<file path="config.mk">
export PLATFORM = sky130hd
export DESIGN_NAME = multicycle_control_unit_flat
export DESIGN_NICKNAME = d
export VERILOG_FILES = /design/src/rtl/multicycle_control_unit_if.sv /design/src/rtl/multicycle_control_unit.sv /design/src/flat_wrapper.sv
export SDC_FILE = /design/constraint.sdc
export NUM_CORES = 1
export LEC_CHECK = 0
export CORE_MARGIN = 2
export CORE_UTILIZATION = 41
export DETAILED_ROUTE_END_ITERATION = 12
export PLACE_DENSITY = 0.91
export SETUP_SLACK_MARGIN = 0.4
export SYNTH_ARGS = -nofsm -noshare
export SYNTH_HDL_FRONTEND = slang
export SYNTH_SLANG_ARGS = --single-unit
</file>
<file path="constraint.sdc">
create_clock -name clk -period 2.38 [get_ports clk]
set_input_delay 0.476 -clock clk [delete_from_list [all_inputs] [get_ports clk]]
set_output_delay 0.476 -clock clk [all_outputs]
set_load 0.005 [all_outputs]
</file>
<file path="src/rtl/multicycle_control_unit_if.sv">
// Control bundle between the multi-cycle MIPS control FSM and its datapath.
// The master modport is the control unit; the slave modport is the datapath side.
interface multicycle_control_unit_if;
  // No handshake: OP/Funct/Zero are level inputs sampled every cycle, and every
  // strobe below is a level output that is valid for the whole current cycle.
  logic [5:0] OP;
  logic [5:0] Funct;
  logic       Zero;
  logic       PCWrite;
  logic       IorD;
  logic       MemWrite;
  logic       IRWrite;
  logic       RegDst;
  logic       MemtoReg;
  logic       RegWrite;
  logic       ALUSrcA;
  logic [1:0] ALUSrcB;
  logic [3:0] ALUControl;
  logic       PCSrc;
  logic       Illegal_o;
  logic [3:0] State_o;

  modport master (
    input  OP, Funct, Zero,
    output PCWrite, IorD, MemWrite, IRWrite, RegDst, MemtoReg, RegWrite,
           ALUSrcA, ALUSrcB, ALUControl, PCSrc, Illegal_o, State_o
  );

  modport slave (
    output OP, Funct, Zero,
    input  PCWrite, IorD, MemWrite, IRWrite, RegDst, MemtoReg, RegWrite,
           ALUSrcA, ALUSrcB, ALUControl, PCSrc, Illegal_o, State_o
  );
endinterface

</file>
<file path="src/rtl/multicycle_control_unit.sv">
// Main control FSM for the multi-cycle MIPS datapath (lw, sw, beq, addi, R-type).
// Optional macro BNE_EN adds bne (OP 05h) through the shared BRANCH state.
module multicycle_control_unit #(
  parameter bit ILLEGAL_HALT = 1'b0
) (
  input  logic                        clk,
  input  logic                        reset,
  multicycle_control_unit_if.master   bus
);

  typedef enum logic [3:0] {
    S_FETCH    = 4'd0,
    S_DECODE   = 4'd1,
    S_MEMADR   = 4'd2,
    S_MEMREAD  = 4'd3,
    S_MEMWB    = 4'd4,
    S_MEMWRITE = 4'd5,
    S_EXECUTE  = 4'd6,
    S_ALUWB    = 4'd7,
    S_BRANCH   = 4'd8,
    S_ADDIEX   = 4'd9,
    S_ADDIWB   = 4'd10,
    S_HALT     = 4'd11
  } state_t;

  localparam logic [5:0] OP_RTYPE = 6'h00;
  localparam logic [5:0] OP_BEQ   = 6'h04;
  localparam logic [5:0] OP_BNE   = 6'h05;
  localparam logic [5:0] OP_ADDI  = 6'h08;
  localparam logic [5:0] OP_LW    = 6'h23;
  localparam logic [5:0] OP_SW    = 6'h2B;

  localparam logic [3:0] ALU_AND = 4'b0000;
  localparam logic [3:0] ALU_OR  = 4'b0001;
  localparam logic [3:0] ALU_ADD = 4'b0010;
  localparam logic [3:0] ALU_SUB = 4'b0110;
  localparam logic [3:0] ALU_SLT = 4'b0111;
  localparam logic [3:0] ALU_NOR = 4'b1100;

  state_t     state_q, state_d;
  logic       funct_ok;
  logic [3:0] funct_alu;
  logic       op_legal;
  logic       branch_take;

  logic       pc_write, iord, mem_write, ir_write, reg_dst, mem_to_reg, reg_write;
  logic       alu_src_a, pc_src, illegal;
  logic [1:0] alu_src_b;
  logic [3:0] alu_control;

  always_ff @(posedge clk) begin
    if (reset) state_q <= S_FETCH;
    else       state_q <= state_d;
  end

  always_comb begin
    funct_ok  = 1'b0;
    funct_alu = ALU_ADD;
    case (bus.Funct)
      6'h20: begin funct_ok = 1'b1; funct_alu = ALU_ADD; end
      6'h22: begin funct_ok = 1'b1; funct_alu = ALU_SUB; end
      6'h24: begin funct_ok = 1'b1; funct_alu = ALU_AND; end
      6'h25: begin funct_ok = 1'b1; funct_alu = ALU_OR;  end
      6'h27: begin funct_ok = 1'b1; funct_alu = ALU_NOR; end
      6'h2A: begin funct_ok = 1'b1; funct_alu = ALU_SLT; end
      default: ;
    endcase
  end

  // A bad Funct is rejected here so EXECUTE only ever sees supported R-types.
  always_comb begin
    op_legal = 1'b0;
    case (bus.OP)
      OP_LW, OP_SW, OP_BEQ, OP_ADDI: op_legal = 1'b1;
      OP_RTYPE:                      op_legal = funct_ok;
`ifdef BNE_EN
      OP_BNE:                        op_legal = 1'b1;
`endif
      default: ;
    endcase
  end

`ifdef BNE_EN
  assign branch_take = (bus.OP == OP_BNE) ? ~bus.Zero : bus.Zero;
`else
  assign branch_take = bus.Zero;
`endif

  always_comb begin
    state_d     = state_q;
    pc_write    = 1'b0;
    iord        = 1'b0;
    mem_write   = 1'b0;
    ir_write    = 1'b0;
    reg_dst     = 1'b0;
    mem_to_reg  = 1'b0;
    reg_write   = 1'b0;
    alu_src_a   = 1'b0;
    alu_src_b   = 2'b00;
    alu_control = ALU_ADD;
    pc_src      = 1'b0;
    illegal     = 1'b0;
    case (state_q)
      S_FETCH: begin
        ir_write  = 1'b1;
        pc_write  = 1'b1;
        alu_src_b = 2'b01;
        state_d   = S_DECODE;
      end
      S_DECODE: begin
        alu_src_b = 2'b11;
        if (!op_legal) begin
          illegal = 1'b1;
          state_d = ILLEGAL_HALT ? S_HALT : S_FETCH;
        end else begin
          case (bus.OP)
            OP_LW, OP_SW: state_d = S_MEMADR;
            OP_RTYPE:     state_d = S_EXECUTE;
            OP_ADDI:      state_d = S_ADDIEX;
            default:      state_d = S_BRANCH;
          endcase
        end
      end
      S_MEMADR: begin
        alu_src_a = 1'b1;
        alu_src_b = 2'b10;
        state_d   = (bus.OP == OP_LW) ? S_MEMREAD : S_MEMWRITE;
      end
      S_MEMREAD: begin
        iord    = 1'b1;
        state_d = S_MEMWB;
      end
      S_MEMWB: begin
        mem_to_reg = 1'b1;
        reg_write  = 1'b1;
        state_d    = S_FETCH;
      end
      S_MEMWRITE: begin
        iord      = 1'b1;
        mem_write = 1'b1;
        state_d   = S_FETCH;
      end
      S_EXECUTE: begin
        alu_src_a   = 1'b1;
        alu_control = funct_alu;
        state_d     = S_ALUWB;
      end
      S_ALUWB: begin
        reg_dst   = 1'b1;
        reg_write = 1'b1;
        state_d   = S_FETCH;
      end
      S_BRANCH: begin
        alu_src_a   = 1'b1;
        alu_control = ALU_SUB;
        pc_src      = 1'b1;
        pc_write    = branch_take;
        state_d     = S_FETCH;
      end
      S_ADDIEX: begin
        alu_src_a = 1'b1;
        alu_src_b = 2'b10;
        state_d   = S_ADDIWB;
      end
      S_ADDIWB: begin
        reg_write = 1'b1;
        state_d   = S_FETCH;
      end
      S_HALT: begin
        illegal = 1'b1;
        state_d = S_HALT;
      end
      default: state_d = S_FETCH;
    endcase
    // Reset aborts whatever is in flight without committing any write.
    if (reset) begin
      pc_write  = 1'b0;
      ir_write  = 1'b0;
      mem_write = 1'b0;
      reg_write = 1'b0;
    end
  end

  assign bus.PCWrite    = pc_write;
  assign bus.IorD       = iord;
  assign bus.MemWrite   = mem_write;
  assign bus.IRWrite    = ir_write;
  assign bus.RegDst     = reg_dst;
  assign bus.MemtoReg   = mem_to_reg;
  assign bus.RegWrite   = reg_write;
  assign bus.ALUSrcA    = alu_src_a;
  assign bus.ALUSrcB    = alu_src_b;
  assign bus.ALUControl = alu_control;
  assign bus.PCSrc      = pc_src;
  assign bus.Illegal_o  = illegal;
  assign bus.State_o    = state_q;

endmodule

</file>
<file path="src/flat_wrapper.sv">
// flat-port wrapper written by rule: the top's interface ports become plain ports
module multicycle_control_unit_flat 
#(
  parameter bit ILLEGAL_HALT = 1'b0
)
  (clk, reset, bus_OP, bus_Funct, bus_Zero, bus_PCWrite, bus_IorD, bus_MemWrite, bus_IRWrite, bus_RegDst, bus_MemtoReg, bus_RegWrite, bus_ALUSrcA, bus_ALUSrcB, bus_ALUControl, bus_PCSrc, bus_Illegal_o, bus_State_o);
  multicycle_control_unit_if bus_i ();
  input  logic clk;
  input  logic reset;
  input wire logic [$bits(bus_i.OP)-1:0] bus_OP;
  input wire logic [$bits(bus_i.Funct)-1:0] bus_Funct;
  input wire logic [$bits(bus_i.Zero)-1:0] bus_Zero;
  output wire logic [$bits(bus_i.PCWrite)-1:0] bus_PCWrite;
  output wire logic [$bits(bus_i.IorD)-1:0] bus_IorD;
  output wire logic [$bits(bus_i.MemWrite)-1:0] bus_MemWrite;
  output wire logic [$bits(bus_i.IRWrite)-1:0] bus_IRWrite;
  output wire logic [$bits(bus_i.RegDst)-1:0] bus_RegDst;
  output wire logic [$bits(bus_i.MemtoReg)-1:0] bus_MemtoReg;
  output wire logic [$bits(bus_i.RegWrite)-1:0] bus_RegWrite;
  output wire logic [$bits(bus_i.ALUSrcA)-1:0] bus_ALUSrcA;
  output wire logic [$bits(bus_i.ALUSrcB)-1:0] bus_ALUSrcB;
  output wire logic [$bits(bus_i.ALUControl)-1:0] bus_ALUControl;
  output wire logic [$bits(bus_i.PCSrc)-1:0] bus_PCSrc;
  output wire logic [$bits(bus_i.Illegal_o)-1:0] bus_Illegal_o;
  output wire logic [$bits(bus_i.State_o)-1:0] bus_State_o;
  assign bus_i.OP = bus_OP;
  assign bus_i.Funct = bus_Funct;
  assign bus_i.Zero = bus_Zero;
  assign bus_PCWrite = bus_i.PCWrite;
  assign bus_IorD = bus_i.IorD;
  assign bus_MemWrite = bus_i.MemWrite;
  assign bus_IRWrite = bus_i.IRWrite;
  assign bus_RegDst = bus_i.RegDst;
  assign bus_MemtoReg = bus_i.MemtoReg;
  assign bus_RegWrite = bus_i.RegWrite;
  assign bus_ALUSrcA = bus_i.ALUSrcA;
  assign bus_ALUSrcB = bus_i.ALUSrcB;
  assign bus_ALUControl = bus_i.ALUControl;
  assign bus_PCSrc = bus_i.PCSrc;
  assign bus_Illegal_o = bus_i.Illegal_o;
  assign bus_State_o = bus_i.State_o;
  multicycle_control_unit #(.ILLEGAL_HALT(ILLEGAL_HALT)) u_core (.clk(clk), .reset(reset), .bus(bus_i));
endmodule
</file>
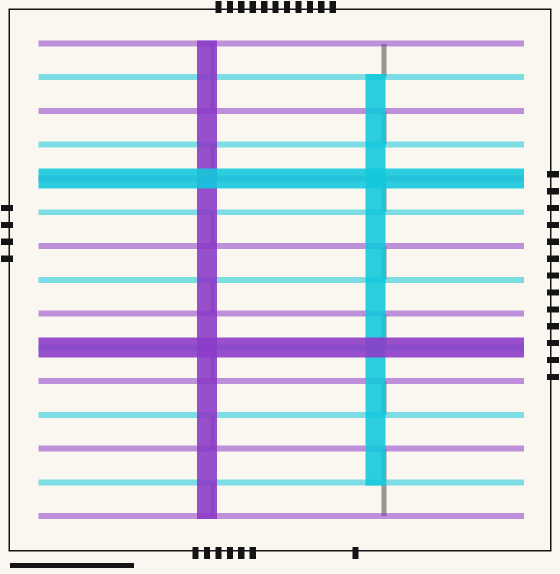
power_grid.png
Bar = 10 um. Pins as bars on the die edge. Tap cells in grey.
| net | colour |
|---|---|
| VSS | purple |
| VDD | cyan |
signal pins: 35
met4 straps: 2
rows: 14

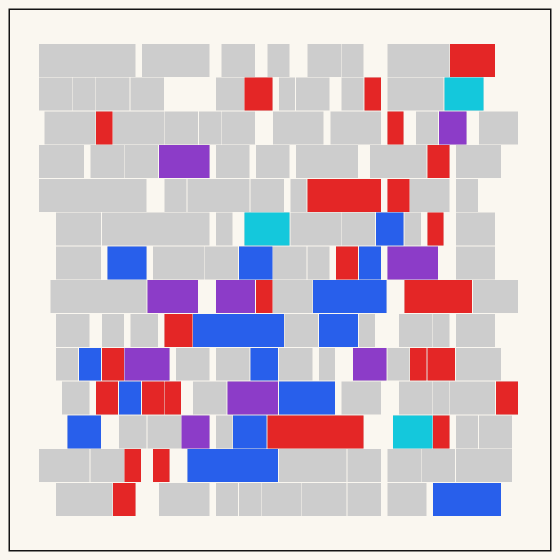
logic_types.png
| family | colour | cells |
|---|---|---|
| inverting AOI/OAI gates | blue | 15 |
| AND and OR gates | purple | 9 |
| AND-OR and OR-AND gates | cyan | 3 |
| NOR gates | red | 25 |

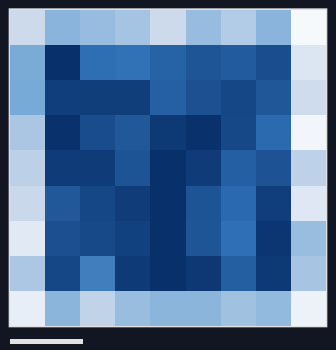
cell_density.png
Bar = 10 um. The die is cut into 9 by 9 equal tiles; white is low, dark blue is high, 0 to 100% covered.
densest ninth of the die: centre
mean over tiles: 66%
tiles over 75% full: 56%
fullest tile: 100%

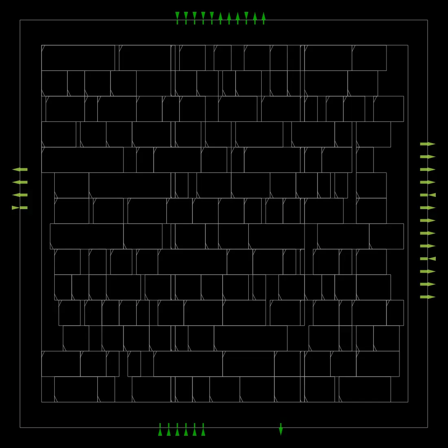
placement.png
n_taps: 16
Core Util, Final: 85.2%
count of placed standard cells in the final layout, fillers left out: 165
register fraction of the total cell area: 7.10%
fillcell total: 95

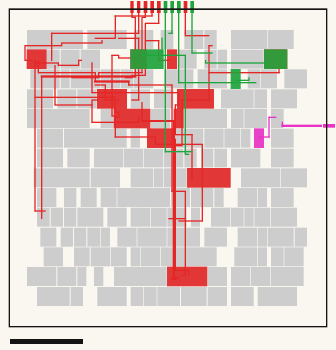
io_fan.png
Bar = 10 um.
| port | colour | bits | direction | edge | end cells | buffers | wire |
|---|---|---|---|---|---|---|---|
| `bus_RegWrite` | magenta | 1 | output | right | 1 | 1 | 10.8 um |
| `bus_ALUControl` | green | 4 | output | top | 4 | 4 | 87.8 um |
| `bus_Funct` | red | 6 | input | top | 11 | 10 | 421 um |

==> impl_table.tex <==
% Table of physical implementation metrics
\begin{tabular}{lr}
\hline
Metric & Value \\
\hline
\multicolumn{2}{l}{\textbf{Run status}} \\
\quad Run status & complete, no violations \\
\multicolumn{2}{l}{\textbf{Drt}} \\
\quad Final antenna-violating net count & 0 \\
\quad Via-per-instance ratio & around 6 \\
\multicolumn{2}{l}{\textbf{Clock network}} \\
\quad Largest buffer count on any clock path & 2 \\
\quad Number of sinks handled by clock tree synthesis & 4 \\
\quad Total CTS buffers & 3 \\
\quad Late-Pin Clk Latency & about 0.24 ns \\
\multicolumn{2}{l}{\textbf{Finish}} \\
\quad Largest class & logic gates \\
\quad Proportion of final cell area spent on non-clock buffers & between 40\% and 50\% \\
\quad Largest register FFs & 4 \\
\quad Most used cells in the layout excluding fill and tap cells & sky130\_fd\_sc\_hd\_\_buf\_4 (27), sky130\_fd\_sc\_hd\_\_nor2\_1 (10), sky130\_fd\_sc\_hd\_\_clkbuf\_2 (9) \\
\quad Final instance area & 1270 um2 \\
\quad Comb/total area & around 45\% \\
\quad Final antenna diode count & 0 \\
\quad Nets@finish & roughly 170 \\
\multicolumn{2}{l}{\textbf{STA}} \\
\quad Number of hold-slack violations in the final timing report & 0 \\
\quad Worst hold-check slack & 0.720 ns \\
\quad Slew at the pin closest to its max-slew limit & around 0.33 ns \\
\quad Final critical delay including setup and external delays & $\sim$2.1 ns \\
\multicolumn{2}{l}{\textbf{Synth}} \\
\quad Ys cells & 85 \\
\quad Count of state elements after synthesis & 4 \\
\quad Portion of the post-synthesis area used by sequential elements & 12.5\% \\
\quad Count of yosys warnings during synthesis & 0 \\
\quad Post-synth mux share & around 1.8\% \\
\quad Largest family of logic cells by area & simple AND/OR/NAND/NOR gates \\
\quad Portion of synthesized cell area occupied by the leading cell type & between 10\% and 20\% \\
\quad Simple logic cell fraction of the synthesized area & about 47\% \\
\quad Post-Synth AOI/OAI Area & around 22\% \\
\quad Mean post-synth cell area & approximately 7.5 um2 \\
\multicolumn{2}{l}{\textbf{Critical path}} \\
\quad Termination of the worst setup path & bus\_Illegal\_o \\
\quad Reg2reg path depth & 6 \\
\multicolumn{2}{l}{\textbf{Flow run}} \\
\quad Number of logged tool warnings & 28 \\
\multicolumn{2}{l}{\textbf{Floorplan}} \\
\quad Site row count & 14 \\
\quad Chip height & between 40 and 50 um \\
\quad Chip area & 1890 um2 \\
\quad Core Box Area & around 1500 um2 \\
\multicolumn{2}{l}{\textbf{Power and ir drop}} \\
\quad Static leakage & 0.636 nW \\
\quad Maximum ir drop on the vdd rail & 277 uV \\
\quad Reported net switching power & 0.0918 mW \\
\quad Cell internal pwr & roughly 0.20 mW \\
\multicolumn{2}{l}{\textbf{Min path}} \\
\quad Worst min-delay path class & flip-flop to flip-flop \\
\multicolumn{2}{l}{\textbf{Placement}} \\
\quad Number of placed instances, taps included & approximately 150 \\
\quad Sum of net half-perimeters after detailed placement & between 1500 and 2000 um \\
\multicolumn{2}{l}{\textbf{GRT}} \\
\quad Overall routing resource usage & 31.7\% \\
\hline
\end{tabular}
==> power by group through the flow <==
| stage | combinational [mW] | clock (mW) | sequential (mW) |
|---|---|---|---|
| finish | 0.131 | 0.0884 | 0.0687 |
| global placement | 0.0984 | 0 | 0.0710 |
| global route | 0.137 | 0.0928 | 0.0687 |
| detailed placement | 0.102 | 0 | 0.0711 |
| floorplan | 0.0444 | 0 | 0.0720 |
| CTS | 0.115 | 0.0868 | 0.0693 |
==> what timing repair did <==
item	4_1_cts	5_1_grt
hold endpoints to repair	0	0
gates cloned	0	0
endpoints found under the setup margin	17	12
pin swaps	7	10
setup buffers	10	5
resized	63	41
==> per-layer routing <==
layer  vias up  routed length (um)  track usage (%)
met3        13                 214             3.75
met4         0                 112             14.5
met1       469                1230             40.7
met2        61                1510             52.8
li1        449                   -                -
met5         -                   0                0
No activity file was given, so power comes from the tool's default toggle rates.
